Run 1, power grid:
Pins as bars on the die edge.
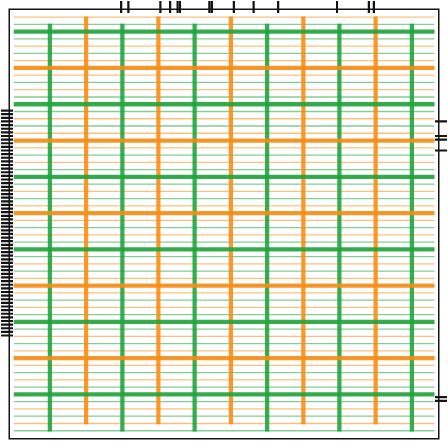
Run 1, gate families picked out:
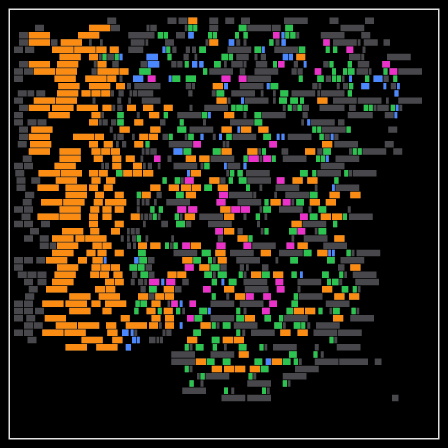
Run 1, zoomed window:
Window x 15 to 65, y 95 to 145 um. Cells in gray, sequential cells in the stronger gray; small squares are vias.
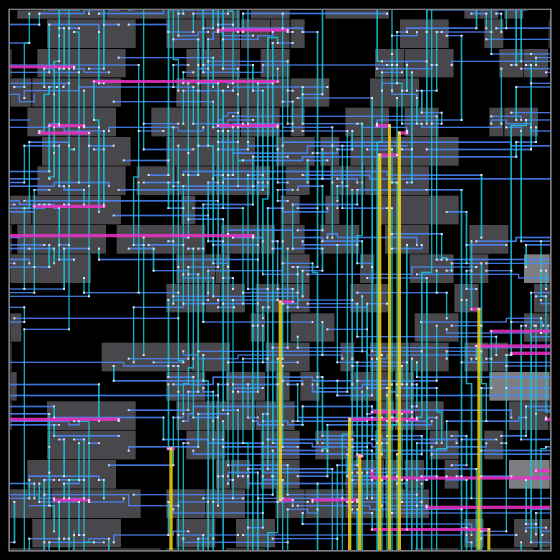
## src/rtl/ad9958_spi_tx.sv

```systemverilog
// AD9958 serial-port transmitter: shifts a right-aligned payload MSB-first in
// 1-bit or 4-bit mode, holding CS_N low between back-to-back requests.
module ad9958_spi_tx #(
  parameter int CLK_DIV = 2,
  parameter int CS_HOLD = 16
) (
  input  logic        clock,
  input  logic        reset_n,
  input  logic        trigger,
  input  logic        four_bit,
  input  logic [5:0]  bits_to_send,
  input  logic [63:0] data_input,
  output logic        busy,
  output logic        sclk,
  output logic        cs_n,
  output logic [3:0]  sdio,
  output logic [1:0]  fsm_state
);

  // Handshake: a request is taken on any edge where trigger=1, bits_to_send!=0
  // and no transfer is running (IDLE or HOLD); busy rises on that same edge and
  // falls on the edge that ends the last SCLK high phase.

  localparam logic [1:0] IDLE = 2'd0;
  localparam logic [1:0] LOW  = 2'd1;
  localparam logic [1:0] HIGH = 2'd2;
  localparam logic [1:0] HOLD = 2'd3;

  localparam int HW = (CLK_DIV > 1) ? $clog2(CLK_DIV) : 1;
  localparam int CW = (CS_HOLD > 1) ? $clog2(CS_HOLD) : 1;
  localparam logic [HW-1:0] HALF_LOAD = HW'(CLK_DIV - 1);
  localparam logic [HW-1:0] HALF_ONE  = HW'(1);
  localparam logic [CW-1:0] HOLD_LOAD = CW'(CS_HOLD - 1);
  localparam logic [CW-1:0] HOLD_ONE  = CW'(1);

  logic [1:0]    state;
  logic [63:0]   shift_reg;
  logic [5:0]    units;
  logic          mode4;
  logic [HW-1:0] half_cnt;
  logic [CW-1:0] hold_cnt;

  logic          accept;
  logic [6:0]    shamt;
  logic [6:0]    len_plus3;
  logic [63:0]   load_sr;
  logic [5:0]    load_units;
  logic [63:0]   next_sr;

  function automatic logic [3:0] unit_of(input logic [63:0] v, input logic m);
    return m ? v[63:60] : {3'b000, v[63]};
  endfunction

  assign fsm_state  = state;
  assign accept     = ((state == IDLE) || (state == HOLD)) && trigger && (bits_to_send != 6'd0);
  assign shamt      = 7'd64 - {1'b0, bits_to_send};
  // MSB-align so the first payload bit sits at bit 63; zeros fill the padding.
  assign load_sr    = data_input << shamt;
  assign len_plus3  = {1'b0, bits_to_send} + 7'd3;
  assign load_units = four_bit ? 6'(len_plus3 >> 2) : bits_to_send;
  assign next_sr    = mode4 ? {shift_reg[59:0], 4'b0000} : {shift_reg[62:0], 1'b0};

  always_ff @(posedge clock or negedge reset_n) begin
    if (!reset_n) begin
      state     <= IDLE;
      busy      <= 1'b0;
      sclk      <= 1'b0;
      cs_n      <= 1'b1;
      sdio      <= 4'd0;
      shift_reg <= 64'd0;
      units     <= 6'd0;
      mode4     <= 1'b0;
      half_cnt  <= '0;
      hold_cnt  <= '0;
    end else begin
      case (state)
        IDLE, HOLD: begin
          if (accept) begin
            mode4     <= four_bit;
            shift_reg <= load_sr;
            units     <= load_units;
            busy      <= 1'b1;
            cs_n      <= 1'b0;
            sdio      <= unit_of(load_sr, four_bit);
            half_cnt  <= HALF_LOAD;
            state     <= LOW;
          end else if (state == HOLD) begin
            if (hold_cnt == '0) begin
              cs_n  <= 1'b1;
              state <= IDLE;
            end else begin
              hold_cnt <= hold_cnt - HOLD_ONE;
            end
          end
        end
        LOW: begin
          if (half_cnt == '0) begin
            sclk     <= 1'b1;
            half_cnt <= HALF_LOAD;
            state    <= HIGH;
          end else begin
            half_cnt <= half_cnt - HALF_ONE;
          end
        end
        HIGH: begin
          if (half_cnt == '0) begin
            sclk <= 1'b0;
            if (units > 6'd1) begin
              units     <= units - 6'd1;
              shift_reg <= next_sr;
              sdio      <= unit_of(next_sr, mode4);
              half_cnt  <= HALF_LOAD;
              state     <= LOW;
            end else begin
              busy     <= 1'b0;
              sdio     <= 4'd0;
              hold_cnt <= HOLD_LOAD;
              state    <= HOLD;
            end
          end else begin
            half_cnt <= half_cnt - HALF_ONE;
          end
        end
        default: state <= IDLE;
      endcase
    end
  end

endmodule

```

## config.mk

```make
export PLATFORM = sky130hd
export DESIGN_NAME = ad9958_spi_tx
export DESIGN_NICKNAME = d
export VERILOG_FILES = /design/src/rtl/ad9958_spi_tx.sv
export SDC_FILE = /design/constraint.sdc
export NUM_CORES = 1
export LEC_CHECK = 0
export CORE_UTILIZATION = 35
export DETAILED_ROUTE_END_ITERATION = 12
export PLACE_DENSITY = 0.56
export SYNTH_ARGS = -nofsm -noshare
export SYNTH_HDL_FRONTEND = slang
export SYNTH_SLANG_ARGS = --single-unit
```

## constraint.sdc

```tcl
create_clock -name clock -period 6.6 [get_ports clock]
set_input_delay 1.65 -clock clock [delete_from_list [all_inputs] [get_ports clock]]
set_output_delay 1.65 -clock clock [all_outputs]
set_load 0.005 [all_outputs]
```

==> flow_summary.toml, run 1 <==
# implementation run metrics
[setup_path]
cp.depth = 10
r2r_slack_ps = 3070
crit_chain = "clkdlybuf4s50_1, inv_1, ha_2, buf_4, mux4_2, mux2i_1, and3_1, a2111o_1, mux2_2, o32ai_1"
crit_path_max_incr_delay_ps = 930
endpoint = "sdio[3]"
crit_buf_inv = 3
end_kind = "register"

[global_routing]
gr-max-usage-layer = "met2"
grt_pass1_vias = 7687
grtUsageTotal = 0.227
use_met3 = 0.0377
use_met1 = 0.326
use_met2 = 0.334

[run_status]
status = "complete, no violations"

[placed_design]
place_hpwl_mm = 21.3

[power_and_ir_drop]
leakagePower_nw = 4.01
clockPowerShare = 0.150
power_leader = "combinational logic"
swShare = 0.444
powerDensity_nw_per_um2 = 348

[detailed_routing]
drc_errors = 0
wl_per_cell_um = 23.0
dr.first_iter.drc_count = 819
via_per_inst = 6.28

[synthesis]
syn_avg_cell_area_sq_um = 9.65
synth.area.top_cells = "dfrtp_1, mux4_2, mux2_2"
synth-edff-count = 0

[finish]
diodes = 0
lay_top_cells = "nand2_1, mux2i_1, mux2_2, dfrtp_1, clkdlybuf4s50_1"
layout.nonclk_buf_frac = 0.0978

[cts]
clock-sinks = 84
clkLatencyLatePin_ps = 350
cts_buffer_depth = 2
cts.clk_slew.worst_paths_ps = 60

[sta]
drv_slew = 0
max-slew-margin-rel = 0.253
hold_viol_final = 0
rsz0062_at_grt = "no"
worst_slack_ps = 1440
finalSetupViolations = 0

[floorplanning]
fp-utilization = 0.359
Back to the opening pictures, 'power grid':
legend:
  VSS:
    color: green
  VDD:
    color: orange
met4 straps: 11
met5 straps: 11
signal pins: 83
met1 rails: 58
rows: 57
Core ar.: 24500 sq um
Max VDD drop: 0.287 mV
Die Wd: 160 um

Back to the opening pictures, 'gate families picked out':
legend:
  multiplexers:
    color: orange
    cells: 238
  inverting AOI/OAI gates:
    color: green
    cells: 197
  NOR gates:
    color: blue
    cells: 57
  AND-OR and OR-AND gates:
    color: magenta
    cells: 44
Comb area share: 0.620
non-filler cells, final: 1269
most numerous logic cell after layout: nand2_1

Back to the opening pictures, 'zoomed window':
legend:
  met2:
    color: cyan
  met3:
    color: magenta
  met4:
    color: yellow
  met1:
    color: blue
sequential cells in the window: 1
cells with their middle in the window: 128
netlist names of flops here include: shift_reg (1)
most frequent: mux2i_1 (34), nand2_1 (21), mux4_2 (19)

[run 1: worst min-delay path by stage]
stage | endpoint | depth (start not counted) | startpoint | slack, ps
2_1_floorplan | shift_reg[60] | 2 | shift_reg[60] | 460
3_3_place_gp | sclk | 1 | sclk | 470
3_5_place_dp | sclk | 1 | sclk | 470
4_1_cts | sclk | 1 | sclk | 490
5_1_grt | sclk | 1 | sclk | 510
6_report | sclk | 1 | sclk | 480
[run 1: logic make-up after synthesis]
| group | after synthesis | synth area share |
|---|---|---|
| XOR/XNOR | 4 | 0.00484 |
| buffers and inverters | 100 | 0.0505 |
| multiplexers | 238 | 0.381 |
| AND/OR/NAND/NOR | 236 | 0.122 |
| flip-flops | 84 | 0.239 |
| AND-OR/OR-AND | 241 | 0.190 |
| adder cells (fa/ha/maj) | 8 | 0.0114 |
==> run 1 -> run 2 <==
==> constraint.sdc (replaced) <==
create_clock -name clock -period 5.4 [get_ports clock]
set_input_delay 1.35 -clock clock [delete_from_list [all_inputs] [get_ports clock]]
set_output_delay 1.35 -clock clock [all_outputs]
set_load 0.005 [all_outputs]
Run 2, gate families picked out:
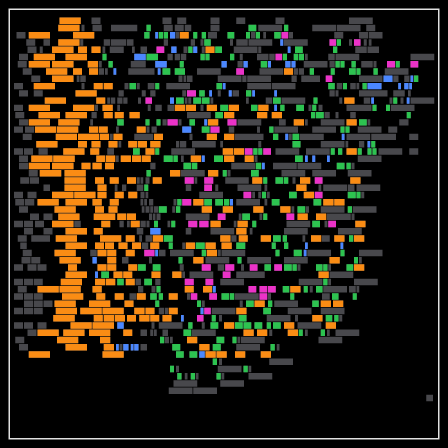
legend:
  AND-OR and OR-AND gates:
    color: magenta
    cells: 44
  multiplexers:
    color: orange
    cells: 238
  inverting AOI/OAI gates:
    color: green
    cells: 197
  NOR gates:
    color: blue
    cells: 57
non-filler cells, final: 1279
Comb area share: 0.612

==> flow_summary.toml, run 2 <==
# implementation run metrics
[sta]
hold_viol_final = 0
worst_slack_ps = 921
max-slew-margin-rel = 0.431
rsz0062_at_grt = "no"
finalSetupViolations = 0
drv_slew = 0

[cts]
clock-sinks = 84
cts.clk_slew.worst_paths_ps = 60
clkLatencyLatePin_ps = 360
cts_buffer_depth = 2

[detailed_routing]
dr.first_iter.drc_count = 764
met2WireLength_mm = 13.0
via_per_inst = 6.24
drc_errors = 0
wl_per_cell_um = 23.3

[floorplanning]
die_x_um = 160
fp-utilization = 0.359

[setup_path]
cp.depth = 9
end_kind = "register"
crit_buf_inv = 3
crit_chain = "clkdlybuf4s50_1, inv_1, ha_2, buf_4, mux4_2, mux4_2, mux2i_1, nor3_1, o32a_1"
crit_path_max_incr_delay_ps = 730
endpoint = "sdio[0]"
r2r_slack_ps = 2310

[run_status]
status = "complete, no violations"

[finish]
layout_top_cell = "nand2_1"
diodes = 0
lay_top_cells = "nand2_1, mux2i_1, mux2_2, dfrtp_1, clkdlybuf4s50_1"

[global_routing]
gr-max-usage-layer = "met2"
use_met1 = 0.323
grt_pass1_vias = 7805
use_met2 = 0.342

[power_and_ir_drop]
leakagePower_nw = 4.09
clockPowerShare = 0.163
power_leader = "combinational logic"
swShare = 0.438
powerDensity_nw_per_um2 = 434

[min_path]
holdPathStages = 1
whs_endpoint = "sclk"
min_from = "sclk"

[synthesis]
simple_gate_share = 0.122
topCombFamilyByArea = "multiplexers"
synth-edff-count = 0
syn_avg_cell_area_sq_um = 9.65
ys_sh_aoi = 0.190
ys_sh_adder = 0.0114
mux_share = 0.381
yosys.area_share.xor_xnor = 0.00484

[placed_design]
gp_congestion = 0.888
Run 2, sequential cells colored by netlist name:
Other sequential cells in the stronger gray, the rest of the logic in the fainter gray.
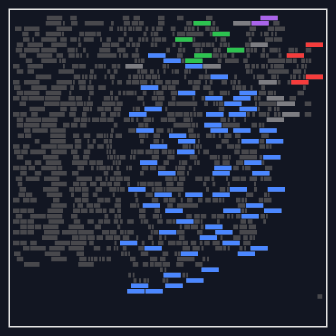
legend:
  fsm_state:
    color: purple
    placed_flops: 2
  shift_reg:
    color: blue
    placed_flops: 63
  units:
    color: green
    placed_flops: 6
    where: top middle
  hold_cnt:
    color: red
    placed_flops: 4
    where: top right
not colored: 9
Flop area: 2100 sq um
Finished Core Util: 0.421
Seq power: 1.19 mW
flop share of the area: 0.204

[run 2: final cells by class]
type / count / area (sq um) / area share
clock buffers: 10 / 229 / 0.0222
multi-input cells: 727 / 6300 / 0.612
well taps: 324 / 405 / 0.0394
flip-flops and latches: 84 / 2100 / 0.204
inverters: 14 / 52.6 / 0.00510
clock inverters: 6 / 113 / 0.0109
repair buffers: 114 / 1090 / 0.106
[run 2: stage by stage]
step,hold WS (ps),total power [mW],cell area [sq um],util,instances
2_1_floorplan,462,2.93,8790,-,911
5_1_grt,508,4.76,10300,0.421,1279
6_report,479,4.47,10300,0.421,1279
3_5_place_dp,472,3.70,9950,0.407,1263
3_3_place_gp,467,3.68,9950,0.407,1263
4_1_cts,486,4.43,10300,0.421,1279
No activity file was given, so power comes from the tool's default toggle rates.
